===== src/rtl/sflag_pkg.sv =====
// Shared definitions for the session-flag write sequencer: target/saddr codes,
// Select action enum, FSM encoding and the action-table evaluation function.
package sflag_pkg;

  localparam logic [2:0] TGT_S0 = 3'b000;
  localparam logic [2:0] TGT_S1 = 3'b001;
  localparam logic [2:0] TGT_S2 = 3'b010;
  localparam logic [2:0] TGT_S3 = 3'b011;
  localparam logic [2:0] TGT_SL = 3'b100;

  localparam logic [1:0] SADDR_S1 = 2'b00;
  localparam logic [1:0] SADDR_S2 = 2'b01;
  localparam logic [1:0] SADDR_S3 = 2'b10;
  localparam logic [1:0] SADDR_SL = 2'b11;

  // Named as <matching half>_<non-matching half>
  typedef enum logic [2:0] {
    ACT_ASRT_DSRT = 3'd0,
    ACT_ASRT_NOP  = 3'd1,
    ACT_NOP_DSRT  = 3'd2,
    ACT_NEG_NOP   = 3'd3,
    ACT_DSRT_ASRT = 3'd4,
    ACT_DSRT_NOP  = 3'd5,
    ACT_NOP_ASRT  = 3'd6,
    ACT_NOP_NEG   = 3'd7
  } act_e;

  typedef enum logic [1:0] {OP_NOP, OP_ASRT, OP_DSRT, OP_NEG} op_e;

  typedef enum logic [3:0] {
    ST_INIT_HOLD, ST_INIT_RD, ST_INIT_WAIT, ST_IDLE,
    ST_RD, ST_WAIT, ST_CALC, ST_WR, ST_FIN
  } state_e;

  typedef struct packed {
    logic new_val;
    logic wr_en;
  } act_res_t;

  function automatic act_res_t act_eval(act_e act, logic match, logic old,
                                        logic is_sl, logic inv);
    op_e      op;
    act_res_t r;
    op = OP_NOP;
    case (act)
      ACT_ASRT_DSRT: op = match ? OP_ASRT : OP_DSRT;
      ACT_ASRT_NOP:  op = match ? OP_ASRT : OP_NOP;
      ACT_NOP_DSRT:  op = match ? OP_NOP  : OP_DSRT;
      ACT_NEG_NOP:   op = match ? OP_NEG  : OP_NOP;
      ACT_DSRT_ASRT: op = match ? OP_DSRT : OP_ASRT;
      ACT_DSRT_NOP:  op = match ? OP_DSRT : OP_NOP;
      ACT_NOP_ASRT:  op = match ? OP_NOP  : OP_ASRT;
      ACT_NOP_NEG:   op = match ? OP_NOP  : OP_NEG;
      default:       op = OP_NOP;
    endcase
    if (inv) op = OP_NEG;
    r.wr_en = 1'b1;
    // SL asserts to 1; inventoried flags assert to A (0)
    case (op)
      OP_ASRT: r.new_val = is_sl;
      OP_DSRT: r.new_val = ~is_sl;
      OP_NEG:  r.new_val = ~old;
      default: begin
        r.new_val = old;
        r.wr_en   = 1'b0;
      end
    endcase
    return r;
  endfunction

  function automatic logic [1:0] map_saddr(logic [2:0] tgt);
    case (tgt)
      TGT_S2:  return SADDR_S2;
      TGT_S3:  return SADDR_S3;
      TGT_SL:  return SADDR_SL;
      default: return SADDR_S1;
    endcase
  endfunction

  function automatic logic is_store(logic [2:0] tgt);
    return (tgt >= TGT_S1) && (tgt <= TGT_SL);
  endfunction

endpackage


===== src/rtl/sflag_act_lut.sv =====
// Combinational Select action-table evaluator; also used by the Query-session
// logic, so it stays free of any sequencing state.
module sflag_act_lut
  import sflag_pkg::*;
(
  input  logic [2:0] act,
  input  logic       match,
  input  logic       old,
  input  logic       is_sl,
  input  logic       inv,
  output logic       new_val,
  output logic       wr_en
);

  act_res_t res;

  assign res     = act_eval(act_e'(act), match, old, is_sl, inv);
  assign new_val = res.new_val;
  assign wr_en   = res.wr_en;

endmodule


===== src/rtl/sflag_wr_seq.sv =====
// Session-flag read-modify-write sequencer. Optional ERR output under
// `SFLAG_ILLEGAL_ERR_EN (illegal target or out-of-range RD_LAT).
//
// state        | meaning
// INIT_HOLD    | post-reset idle, counts INIT_HOLD cycles
// INIT_RD      | initial storage read strobe
// INIT_WAIT    | waits RD_LAT cycles for the initial read
// IDLE         | RDY=1, accepts sel_req / inv_req
// RD           | per-command read strobe, saddr driven
// WAIT         | RD_LAT cycles, srdata captured in the last one
// CALC         | evaluates the action table, updates S0 locally
// WR           | write strobe with saddr/swdata
// FIN          | DONE pulse
module sflag_wr_seq
  import sflag_pkg::*;
#(
  parameter int RD_LAT    = 2,
  parameter int INIT_HOLD = 4
) (
  input  logic       clk,
  input  logic       rst,
  input  logic       sel_req,
  input  logic [2:0] sel_target,
  input  logic [2:0] sel_action,
  input  logic       sel_match,
  input  logic       inv_req,
  input  logic [1:0] inv_sess,
  input  logic       srdata,
  output logic       init_srd_pulse,
  output logic       par_srd_pulse,
  output logic       swr_pulse,
  output logic [1:0] saddr,
  output logic       swdata,
  output logic       S0,
  output logic       RDY,
  output logic       DONE
`ifdef SFLAG_ILLEGAL_ERR_EN
  ,output logic      ERR
`endif
);

  localparam int CNT_W = 4;

  state_e           state;
  logic [CNT_W-1:0] cnt;
  logic [2:0]       tgt_q;
  logic [2:0]       act_q;
  logic             match_q;
  logic             inv_q;
  logic             rd_val;
  logic             old_val;
  logic             lut_new;
  logic             lut_we;
  logic             fin_now;

  assign old_val = (tgt_q == TGT_S0) ? S0 : rd_val;

  sflag_act_lut u_lut (
    .act    (act_q),
    .match  (match_q),
    .old    (old_val),
    .is_sl  (tgt_q == TGT_SL),
    .inv    (inv_q),
    .new_val(lut_new),
    .wr_en  (lut_we)
  );

  // Everything except a storage write leaves CALC straight for FIN
  always_comb begin
    fin_now = 1'b0;
    if (state == ST_WR) fin_now = 1'b1;
    else if (state == ST_CALC) fin_now = !(is_store(tgt_q) && lut_we);
  end

  always_ff @(posedge clk) begin
    if (rst) begin
      state          <= ST_INIT_HOLD;
      cnt            <= '0;
      tgt_q          <= TGT_S0;
      act_q          <= '0;
      match_q        <= 1'b0;
      inv_q          <= 1'b0;
      rd_val         <= 1'b0;
      init_srd_pulse <= 1'b0;
      par_srd_pulse  <= 1'b0;
      swr_pulse      <= 1'b0;
      saddr          <= SADDR_S1;
      swdata         <= 1'b0;
      S0             <= 1'b0;
      RDY            <= 1'b0;
      DONE           <= 1'b0;
    end else begin
      init_srd_pulse <= 1'b0;
      par_srd_pulse  <= 1'b0;
      swr_pulse      <= 1'b0;
      DONE           <= 1'b0;
      case (state)
        ST_INIT_HOLD: begin
          if (cnt == CNT_W'(INIT_HOLD)) begin
            state          <= ST_INIT_RD;
            init_srd_pulse <= 1'b1;
            saddr          <= SADDR_S1;
          end else begin
            cnt <= cnt + 1'b1;
          end
        end
        ST_INIT_RD: begin
          state <= ST_INIT_WAIT;
          cnt   <= CNT_W'(RD_LAT - 1);
        end
        ST_INIT_WAIT: begin
          if (cnt == '0) begin
            state <= ST_IDLE;
            RDY   <= 1'b1;
          end else begin
            cnt <= cnt - 1'b1;
          end
        end
        ST_IDLE: begin
          if (sel_req) begin
            tgt_q   <= sel_target;
            act_q   <= sel_action;
            match_q <= sel_match;
            inv_q   <= 1'b0;
            RDY     <= 1'b0;
            if (is_store(sel_target)) begin
              state         <= ST_RD;
              par_srd_pulse <= 1'b1;
              saddr         <= map_saddr(sel_target);
            end else begin
              state <= ST_CALC;
            end
          end else if (inv_req) begin
            tgt_q   <= {1'b0, inv_sess};
            act_q   <= '0;
            match_q <= 1'b0;
            inv_q   <= 1'b1;
            RDY     <= 1'b0;
            if (inv_sess == 2'd0) begin
              state <= ST_CALC;
            end else begin
              state         <= ST_RD;
              par_srd_pulse <= 1'b1;
              saddr         <= map_saddr({1'b0, inv_sess});
            end
          end
        end
        ST_RD: begin
          state <= ST_WAIT;
          cnt   <= CNT_W'(RD_LAT - 1);
        end
        ST_WAIT: begin
          if (cnt == '0) begin
            rd_val <= srdata;
            state  <= ST_CALC;
          end else begin
            cnt <= cnt - 1'b1;
          end
        end
        ST_CALC: begin
          if (tgt_q == TGT_S0 && lut_we) S0 <= lut_new;
          if (!fin_now) begin
            state     <= ST_WR;
            swr_pulse <= 1'b1;
            swdata    <= lut_new;
          end
        end
        ST_FIN: begin
          state <= ST_IDLE;
          RDY   <= 1'b1;
        end
        default: ;
      endcase
      if (fin_now) begin
        state <= ST_FIN;
        DONE  <= 1'b1;
      end
    end
  end

`ifdef SFLAG_ILLEGAL_ERR_EN
  localparam logic RD_LAT_BAD = (RD_LAT < 1) || (RD_LAT > 7);
  logic err_pend;

  // A bad RD_LAT is reported once, on the first DONE after reset
  always_ff @(posedge clk) begin
    if (rst) begin
      ERR      <= 1'b0;
      err_pend <= RD_LAT_BAD;
    end else begin
      ERR <= 1'b0;
      if (fin_now) begin
        ERR      <= (tgt_q > TGT_SL) || err_pend;
        err_pend <= 1'b0;
      end
    end
  end
`endif

endmodule

===== config.mk =====
export PLATFORM = sky130hd
export DESIGN_NAME = sflag_wr_seq
export DESIGN_NICKNAME = d
export VERILOG_FILES = /design/src/rtl/sflag_pkg.sv /design/src/rtl/sflag_act_lut.sv /design/src/rtl/sflag_wr_seq.sv
export SDC_FILE = /design/constraint.sdc
export NUM_CORES = 1
export LEC_CHECK = 0
export CAP_MARGIN = 20
export CORE_UTILIZATION = 54
export CTS_BUF_LIST = sky130_fd_sc_hd__clkbuf_4 sky130_fd_sc_hd__clkbuf_8 sky130_fd_sc_hd__clkbuf_16
export DETAILED_ROUTE_END_ITERATION = 8
export GPL_ROUTABILITY_DRIVEN = 0
export MAX_ROUTING_LAYER = met4
export PLACE_DENSITY = 0.79
export SLEW_MARGIN = 0
export SYNTH_ARGS = -nofsm -noshare
export SYNTH_HDL_FRONTEND = slang
export SYNTH_HIERARCHICAL = 1
export SYNTH_SLANG_ARGS = --single-unit

===== constraint.sdc =====
create_clock -name clk -period 2.5 [get_ports clk]
set_input_delay 0.375 -clock clk [delete_from_list [all_inputs] [get_ports clk]]
set_output_delay 0.375 -clock clk [all_outputs]
set_load 0.02 [all_outputs]

==> images/cell_classes.png <==
The bar under the picture is 20 um long.
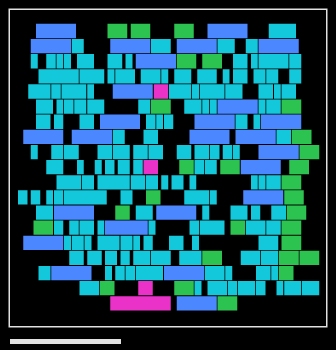
color	class	cells	share of their area
blue	flip-flops	26	27%
magenta	clock drivers and dummy loads	4	2.8%
cyan	all other logic	153	56%
green	other buffers and delay cells	28	14%
final std cell area, no fill: 0.00194 mm2
CORE AREA: 0.00281 mm2

==> images/registers.png <==
The bar under the picture is 20 um long.
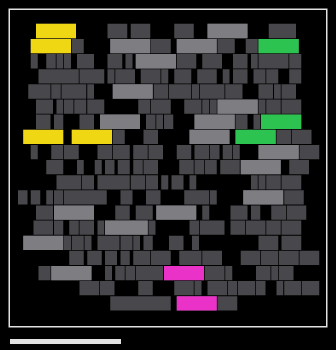
color	signal	flops
green	act_q	3
yellow	cnt	4
magenta	saddr	2
sequential power: 0.544 mW
fraction of area in registers: 26.9%
utilization after layout: 69.3%
FF/Latch Area: 522 um2

==> images/clock_map.png <==
The bar under the picture is 20 um long.
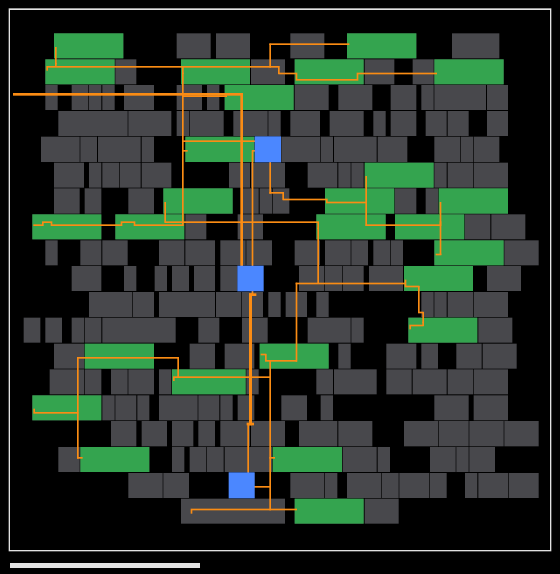
[blue] cells driving clock nets | count: 3
[orange] clock wires | length: 345 um
[green] flip-flops | count: 26
flops lie	widely spread
worst skew pair latency: 330 ps
Final Skew: 3.77 ps

==> results_slide.txt <==
Synthesis and Place & Route Summary

Run status
  – Outcome: finished, violations left
  – Failing checks: DRC

Floorplanning
  – Fp_density: around 58%
  – Die width: 56.8 um
  – Die H: 56.8 um

STA
  – Final worst path period need: roughly 2400 ps
  – Fin worst setup slack: about 94 ps
  – Measured slew at the worst slew-check pin: between 500 and 600 ps
  – Fmax: 0.416 GHz
  – RSZ-0062 raised after global routing: false
  – Worst hold slack: ~520 ps
  – Setup TNS Final: 0 ps
  – Ratio of final minimum period to clock period: between 90% and 100%

Logic synthesis
  – AND-OR/OR-AND Cells, Area Fraction: 22.8%
  – Area leader, netlist: dfxtp_1
  – Synthesized-area fraction occupied by adder cells: between 2 and 3%
  – YS chip area: 0.00162 mm2
  – Cell Type Count: 60
  – Simple-Gate Fraction of Synth Area: about 29%
  – Mux share: 6.94%
  – Ys flop type: dfxtp_1
  – Most frequent cells after synthesis: nor2_1, dfxtp_1, a21oi_1, mux2i_1
  – Syn_nets: ~210
  – EDFF count, synth: 0
  – Ys cells: 189
  – Dominant kind of combinational cell: simple AND/OR/NAND/NOR gates
  – Register share after synthesis: ~32%
  – #FFs+latches synth: 26
  – Largest cells by area: dfxtp_1, nor2_1, mux2i_1
  – Area share, top type: about 32%
  – Synth async-reset ratio: 0%

Pwr
  – Peak VDD IR: ~470 uV
  – Power Density: 733 mW/mm2
  – Flop pwr share: between 30% and 40%
  – Pleak: slightly above 0.7 nW
  – Comb pwr: around 0.58 mW
  – Overall Power: about 1.4 mW
  – Clk pwr: 0.299 mW
  – Switching pwr: 0.520 mW
  – Clock Power Share: 21.0%
  – Gate power share: approximately 41%
  – Pwr top: combinational cells

Route
  – DR pass1 iterations: 6
  – Remaining DRCs: 4
  – Post-Route WL: roughly 3.8 mm
  – Highest layer used for signal routing: met4
  – Met3 routed WL: between 100 and 150 um

Placed design
  – Area post-placement: around 0.0019 mm2
  – Final HPWL DP: 2.86 mm
  – Placed Cells: 238

Setup path
  – CP Cell Sequence: or3b_1, a21oi_4, ha_1, a21o_1, a21oi_1, xor2_1, and3_1, o31a_1
  – RR Startpoint: state[0]
  – Delay-heaviest family, CP: AND-OR/OR-AND gates
  – Crit path max fanout: 12
  – Worst Path Arrival: ~2700 ps
  – CP endpoint: cnt[3]
  – CP max stage delay: about 460 ps
  – Levels on crit path: 8
  – R2r endpoint: cnt[3]

GRT
  – M1 GR Usage: roughly 27%
  – Grt peak-use layer: met2
  – M2 GR Usage: 48.6%
  – First-pass GRT wire length: ~6.3 mm

Finish
  – Clock network area share: 2.70%
  – Fillcell total: about 240
  – Layout cell share with drive strength beyond 1: 14.2%
  – Nets@finish: approximately 230
  – Most frequent logic cell in the layout: nor2_1
  – Top cell category: combinational gates
  – Antenna Cells: 0

Min path
  – Hold Crit Start: saddr[0]
  – Hold depth: 2

CTS
  – Postcts setup bufs: 0
  – H-Tree Level Count: 1
  – CTS sink cnt: 26
  – Post-cts sizing count: 0
Power is estimated from default activity; no workload was simulated.
